==> run_1/util_map.png <==
8 x 8 tiles, from white (low) to dark blue (high), 0 to 100% covered.
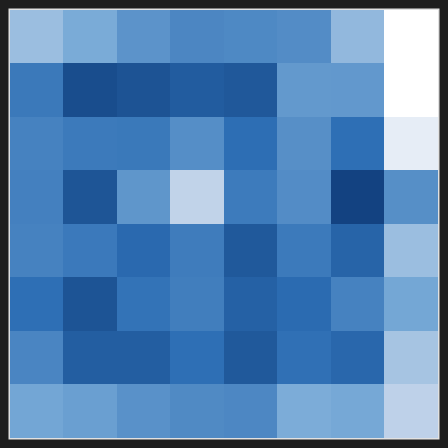
==> run_1/congestion_map.png <==
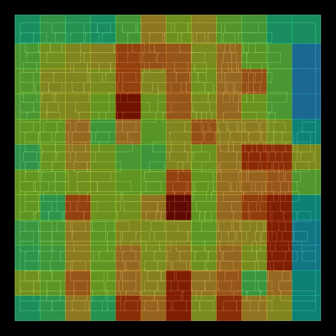
==> run_1/m1.png <==
Supply wires on this layer in gray.
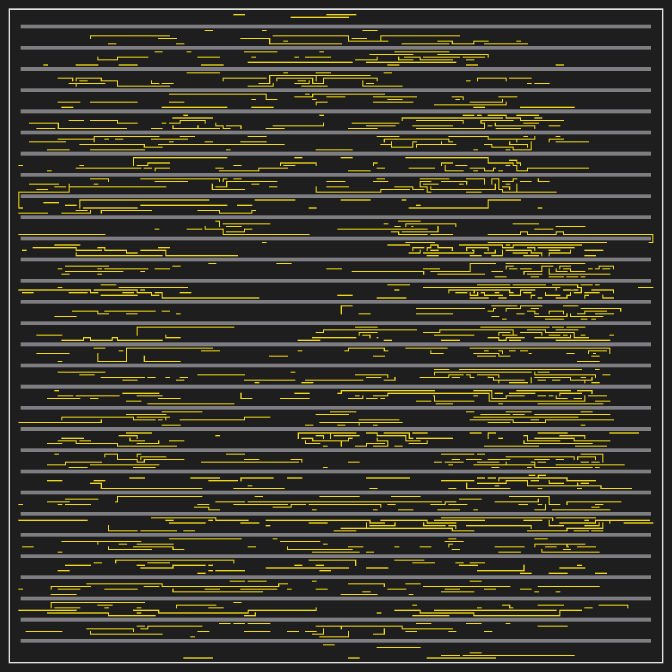
$ cat config.mk
export PLATFORM = sky130hd
export DESIGN_NAME = spi_req_arbiter
export DESIGN_NICKNAME = d
export VERILOG_FILES = /design/src/rtl/spi_arb_pkg.sv /design/src/rtl/rr_picker.sv /design/src/rtl/spi_req_arbiter.sv
export SDC_FILE = /design/constraint.sdc
export NUM_CORES = 1
export LEC_CHECK = 0
export CAP_MARGIN = 20
export CORE_UTILIZATION = 46
export DETAILED_ROUTE_END_ITERATION = 8
export HOLD_SLACK_MARGIN = 0.02
export PLACE_DENSITY = 0.86
export SETUP_SLACK_MARGIN = 0.1
export SLEW_MARGIN = 20
export SYNTH_ARGS = -nofsm -noshare
export SYNTH_HDL_FRONTEND = slang
export SYNTH_SLANG_ARGS = --single-unit
$ cat constraint.sdc
create_clock -name PCLK -period 9.7 [get_ports PCLK]
set_clock_uncertainty 0.15 [all_clocks]
set_input_delay 1.94 -clock PCLK [delete_from_list [all_inputs] [get_ports PCLK]]
set_output_delay 1.94 -clock PCLK [all_outputs]
set_load 0.05 [all_outputs]
$ cat src/rtl/spi_arb_pkg.sv
// Shared types and defaults for the SPI request arbiter.
package spi_arb_pkg;

  localparam int SPI_DATA_W  = 16;
  localparam int SPI_TMO_DEF = 64;

  typedef enum logic [1:0] {
    IDLE,
    START,
    WAIT,
    RESP
  } arb_state_t;

endpackage

$ cat src/rtl/rr_picker.sv
// Combinational round-robin picker: first asserted request after index `last`.
module rr_picker #(
  parameter int N = 4,
  localparam int IW = (N > 1) ? $clog2(N) : 1
) (
  input  logic [N-1:0]  req,
  input  logic [IW-1:0] last,
  output logic [N-1:0]  gnt,
  output logic [IW-1:0] gnt_idx
);

  logic [IW-1:0] cand;

  // Walk from the lowest priority (last itself) up to last+1, so the
  // highest-priority hit is the final assignment and wins.
  always_comb begin
    // NOTE: every output gets a default before any conditional write, so
    // no path through the block leaves a value held (no latch).
    gnt     = '0;
    gnt_idx = '0;
    cand    = '0;
    for (int k = N; k >= 1; k--) begin
      cand = IW'((int'(last) + k) % N);
      if (req[cand]) begin
        gnt       = '0;
        gnt[cand] = 1'b1;
        gnt_idx   = cand;
      end
    end
  end

endmodule

$ cat src/rtl/spi_req_arbiter.sv
// Round-robin scheduler sharing one SPI master engine between NUM_REQ
// requesters; one word in, one word (or timeout error) back per transaction.
module spi_req_arbiter
  import spi_arb_pkg::*;
#(
  parameter int NUM_REQ     = 4,
  parameter int DATA_W      = SPI_DATA_W,
  parameter int TIMEOUT_CYC = SPI_TMO_DEF
) (
  input  logic                      PCLK,
  input  logic                      PRESET,
  input  logic [NUM_REQ-1:0]        req_valid,
  output logic [NUM_REQ-1:0]        req_ready,
  input  logic [NUM_REQ*DATA_W-1:0] req_wdata,
  output logic [NUM_REQ-1:0]        rsp_valid,
  output logic [DATA_W-1:0]         rsp_rdata,
  output logic                      rsp_err,
  output logic                      eng_start,
  output logic [DATA_W-1:0]         eng_wdata,
  output logic [NUM_REQ-1:0]        eng_ss_sel,
  input  logic                      eng_busy,
  input  logic                      eng_done,
  input  logic [DATA_W-1:0]         eng_rdata
);

  localparam int IDX_W = $clog2(NUM_REQ);
  localparam int TMO_W = $clog2(TIMEOUT_CYC);
  localparam logic [TMO_W-1:0] TMO_LAST = TMO_W'(TIMEOUT_CYC - 1);

  arb_state_t         state, state_nxt;
  logic [IDX_W-1:0]   grant, last, pick_idx;
  logic [NUM_REQ-1:0] pick_gnt, grant_oh;
  logic [DATA_W-1:0]  wdata, rdata;
  logic               err;
  logic [TMO_W-1:0]   tmo_cnt;
  logic               accept, tmo_hit;

  rr_picker #(.N(NUM_REQ)) u_picker (
    .req     (req_valid),
    .last    (last),
    .gnt     (pick_gnt),
    .gnt_idx (pick_idx)
  );

  assign accept   = |req_ready;
  assign tmo_hit  = (tmo_cnt == TMO_LAST);
  assign grant_oh = {{(NUM_REQ-1){1'b0}}, 1'b1} << grant;

  always_ff @(posedge PCLK or posedge PRESET) begin
    // NOTE: sequential state uses non-blocking assignment so every register
    // samples pre-edge values regardless of statement order.
    if (PRESET) state <= IDLE;
    else        state <= state_nxt;
  end

  always_comb begin
    state_nxt = state;
    unique case (state)
      IDLE:    if (accept) state_nxt = START;
      START:   state_nxt = WAIT;
      WAIT:    if (eng_done || tmo_hit) state_nxt = RESP;
      RESP:    state_nxt = IDLE;
      default: state_nxt = IDLE;
    endcase
  end

  // Datapath registers; the counter stops rather than wraps when it expires.
  always_ff @(posedge PCLK or posedge PRESET) begin
    if (PRESET) begin
      grant   <= '0;
      last    <= IDX_W'(NUM_REQ - 1);
      wdata   <= '0;
      rdata   <= '0;
      err     <= 1'b0;
      tmo_cnt <= '0;
    end else begin
      unique case (state)
        IDLE: begin
          if (accept) begin
            grant <= pick_idx;
            wdata <= req_wdata[pick_idx*DATA_W +: DATA_W];
          end
        end
        START: tmo_cnt <= '0;
        WAIT: begin
          if (eng_done) begin
            rdata <= eng_rdata;
            err   <= 1'b0;
          end else if (tmo_hit) begin
            rdata <= '0;
            err   <= 1'b1;
          end else begin
            tmo_cnt <= tmo_cnt + 1'b1;
          end
        end
        RESP:    last <= grant;
        default: ;
      endcase
    end
  end

  always_comb begin
    req_ready  = '0;
    rsp_valid  = '0;
    eng_ss_sel = '0;
    eng_start  = 1'b0;
    unique case (state)
      IDLE:    if (!eng_busy) req_ready = pick_gnt;
      START: begin
        eng_start  = 1'b1;
        eng_ss_sel = grant_oh;
      end
      WAIT:    eng_ss_sel = grant_oh;
      RESP:    rsp_valid  = grant_oh;
      default: ;
    endcase
  end

  assign eng_wdata = wdata;
  assign rsp_rdata = rdata;
  assign rsp_err   = err;

endmodule
==> metrics.yaml, run 1 <==
ctsHtreeMaxLevel: 2
m1WireLength_um: 3360
n_clock_buffer: 6
p_per_area_nw_per_um2: 362
r2r_end: "eng_wdata[9]$_DFFE_PP0P_"
holdWs_ns: 0.353
lay_top_count: "clkdlybuf4s50_1"
edf_count: 0
status: "finished, final reports clean"
row_count: 29
crit_path_start_kind: "primary input"
hold_path.startpoint: "rsp_rdata[14]$_DFFE_PP0P_"
netlist_instances: 291
ys_sh_mux_pct: 27.8
drv_slew: 0
ys_seq_share_pct: 36.7
die_height_um: 83.7
crit_cells: 6
crit_path_max_fanout: 11
dieWidth_um: 83.7
holdBufCountCts: 0
p_sw_uw: 809
numCtsBuffers: 5
cp_num_buf_inv: 2
wl_met2_um: 3990
grt_pass1_vias: 2822
top_area_cell: "dfrtp_1"
r2r_slack_ns: 5.65
synth.most_common_cell: "mux2i_1"
place_ws_ns: 2.79
yosys_area_sq_um: 3070
yosys.area_share.adder_pct: 4.48
finalCritPeriodShare_pct: 71.5
switching_share_pct: 49.3
place_congestion: 0.918
via_per_inst: 5.67
most-common-layout-cells: "clkdlybuf4s50_1, mux2i_1, dfrtp_1, a22o_1, nor2_1"
cts_tree: "done"
cp_cell_sequence: "clkdlybuf4s50_1 > mux4_2 > or3b_2 > a31oi_1 > o221a_2 > clkdlybuf4s50_1"
ys_sh_xor_pct: 0.855
num-multi-input-gates: 217
yosysWarningCount: 0
rsz0062_at_grt: "false"
fin_tns_setup_ns: 0
critPathRequiredTime_ns: 7.61
simple_gate_area_share_pct: 12.9
buffer_area_share_pct: 30.1
critPathMaxStageDelay_ns: 0.80
synthFlopType: "dfrtp_1"
sh_seq_area_pct: 24.9
largestClassByArea: "logic gates"
met3_wirelength_um: 509
yosys.area_share.aoi_pct: 12.8
worstMarginPinSlew_ns: 0.912
synth_flop_count: 45
syn_area_per_cell_sq_um: 10.6
internal_power_uw: 831
r2r_start: "last[0]$_DFFE_PP1P_"
top_layer: "met4"
final_hold_viol_count: 0
fmax_mhz: 144
dpl_cell_area_sq_um: 4420
path_class: "primary input to primary output"
hold_path_end: "rsp_rdata[14]$_DFFE_PP0P_"
rr_worst_depth: 8
power_top_consumer: "combinational logic"
crit_path_start: "req_valid[1]"
die_area_sq_um: 7010
yosys-top-cells-count: "mux2i_1, dfrtp_1, a22o_1, nor2_1, nand2_1"
dp_hpwl_um: 6120
comb_area_share_pct: 40.4
crit_top_cell: "clkdlybuf4s50_1"
yosys_cells: 291
cts_sinks: 45
sequentialPowerShare_pct: 22.1
cpMaxStageDelayCell: "clkdlybuf4s50_1"
combGateArea_sq_um: 1830
top_area_share_pct: 35.0
fin_cells: 489
clkCellAreaFrac_pct: 1.80
critPathCaptureType: "primary output"
io_buffers: 133
io_pins: 134
pg_comb_uw: 1170
irDropWorstVdd_mv: 0.274
worst_slack_ns: 2.76
p_leak_uw: 0.00194
power.total_uw: 1640
seq_cell_power_uw: 362
flop_area_sq_um: 1130
tool_warnings: 34
drt_iter0_drc: 107
min_path_type: "flip-flop to flip-flop"
grt_pass1_wl_um: 13500
setup_viol_count_final: 0
grtUsageTotal_pct: 23.6
antenna_found_initial: 0
antenna_cells: 0
taps: 77
gr-usage-met2_pct: 40.5
Notes on util_map.png above:
fullest tile: 93%
mean over tiles: 63%
emptiest ninth of the die: upper right
fp util: 48.1%
core footprint: 6390 sq um

Notes on congestion_map.png above:
GRT busiest layer: met2
final core occ: 70.9%

Notes on m1.png above:
nets with wire on the layer: 443
main direction: horizontal
share of all routed wire: 42%
longest straight run: 24.8 um
wire length on this layer: 3360 um
Post-Route WL: 8080 um
routing usage on met1: 30.2%
via count: 2773

==> run 2, diff against run 1 <==
--- a/config.mk
+++ b/config.mk
@@ -6,10 +6,10 @@
 export NUM_CORES = 1
 export LEC_CHECK = 0
 export CAP_MARGIN = 20
-export CORE_UTILIZATION = 46
+export CORE_UTILIZATION = 43
 export DETAILED_ROUTE_END_ITERATION = 8
 export HOLD_SLACK_MARGIN = 0.02
-export PLACE_DENSITY = 0.86
+export PLACE_DENSITY = 0.82
 export SETUP_SLACK_MARGIN = 0.1
 export SLEW_MARGIN = 20
 export SYNTH_ARGS = -nofsm -noshare
==> constraint.sdc (replaced) <==
create_clock -name PCLK -period 7.1 [get_ports PCLK]
set_clock_uncertainty 0.15 [all_clocks]
set_input_delay 1.42 -clock PCLK [delete_from_list [all_inputs] [get_ports PCLK]]
set_output_delay 1.42 -clock PCLK [all_outputs]
set_load 0.05 [all_outputs]
==> run_2/m1.png <==
Supply wires on this layer in gray.
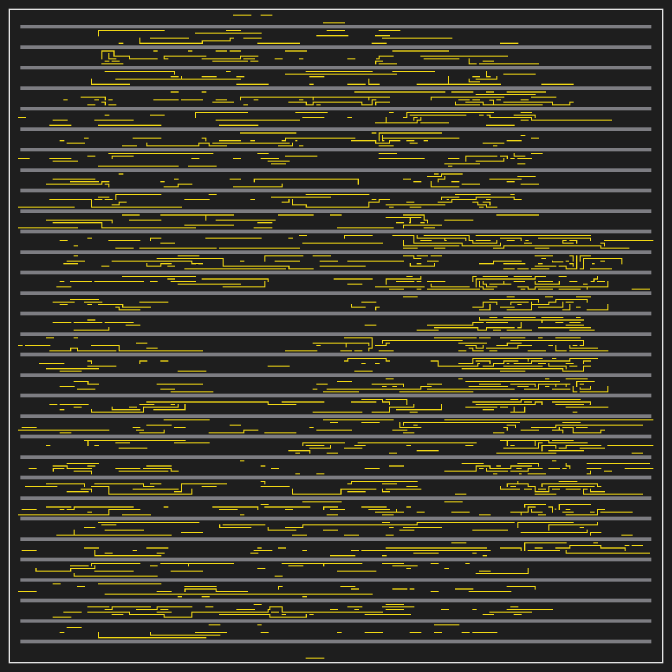
Post-Route WL: 8000 um
via count: 2771
routing usage on met1: 27.5%

==> run 2 against run 1 <==
  * Combinational power up 37%
  * Sequential share of layout area shrank 0.26 points
  * Power grew 38%
  * Critical path type unchanged
  * Sequential power grew 35%
==> metrics.yaml, run 2 <==
p_sw_uw: 1110
ctsHtreeMaxLevel: 2
yosys.area_share.adder_pct: 4.48
sequentialPowerShare_pct: 21.6
gr-usage-met2_pct: 39.2
netlist_instances: 291
die_height_um: 86.5
min_path_type: "flip-flop to flip-flop"
r2r_start: "last[0]$_DFFE_PP1P_"
path_class: "primary input to primary output"
crit_path_start: "req_valid[1]"
io_pins: 134
wl_met2_um: 4140
dpl_cell_area_sq_um: 4440
ys_sh_xor_pct: 0.855
lay_top_count: "clkdlybuf4s50_1"
fmax_mhz: 170
pg_comb_uw: 1600
flop_area_sq_um: 1130
p_per_area_nw_per_um2: 495
synthFlopType: "dfrtp_1"
critPathRequiredTime_ns: 5.53
syn_area_per_cell_sq_um: 10.6
synth_flop_count: 45
worstMarginPinSlew_ns: 0.928
yosys-top-cells-count: "mux2i_1, dfrtp_1, a22o_1, nor2_1, nand2_1"
switching_share_pct: 49.0
synth.most_common_cell: "mux2i_1"
top_area_share_pct: 35.0
crit_cells: 6
largestClassByArea: "logic gates"
cpMaxStageDelayCell: "clkdlybuf4s50_1"
rr_worst_depth: 8
comb_area_share_pct: 40.0
top_layer: "met4"
core-area_sq_um: 6830
crit_path_max_fanout: 11
holdBufCountCts: 0
r2r_slack_ns: 3.01
p_leak_uw: 0.00196
place_ws_ns: 1.25
simple_gate_area_share_pct: 12.9
setup_viol_count_final: 0
finalCritPeriodShare_pct: 82.8
power.total_uw: 2270
yosys_area_sq_um: 3070
drt_iter0_drc: 95
crit_path_start_kind: "primary input"
hold_path.startpoint: "rsp_rdata[12]$_DFFE_PP0P_"
irDropWorstVdd_mv: 0.235
critPathMaxStageDelay_ns: 0.81
status: "finished, final reports clean"
n_clock_buffer: 7
top_area_cell: "dfrtp_1"
fin_util_pct: 67.0
io_buffers: 133
fp_util_pct: 45.0
m1WireLength_um: 3270
r2r_end: "eng_wdata[9]$_DFFE_PP0P_"
grtUsageTotal_pct: 22.1
grt_pass1_vias: 2755
ys_sh_mux_pct: 27.8
cts_sinks: 45
fin_cells: 509
holdWs_ns: 0.357
cp_cell_sequence: "clkdlybuf4s50_1 > mux4_2 > or3b_2 > a31oi_1 > o221a_2 > clkdlybuf4s50_1"
numCtsBuffers: 5
grt_pass1_wl_um: 13100
met3_wirelength_um: 402
tool_warnings: 34
antenna_cells: 0
antenna_found_initial: 0
Power figures rest on the tool's default switching activity, not on a simulated workload.
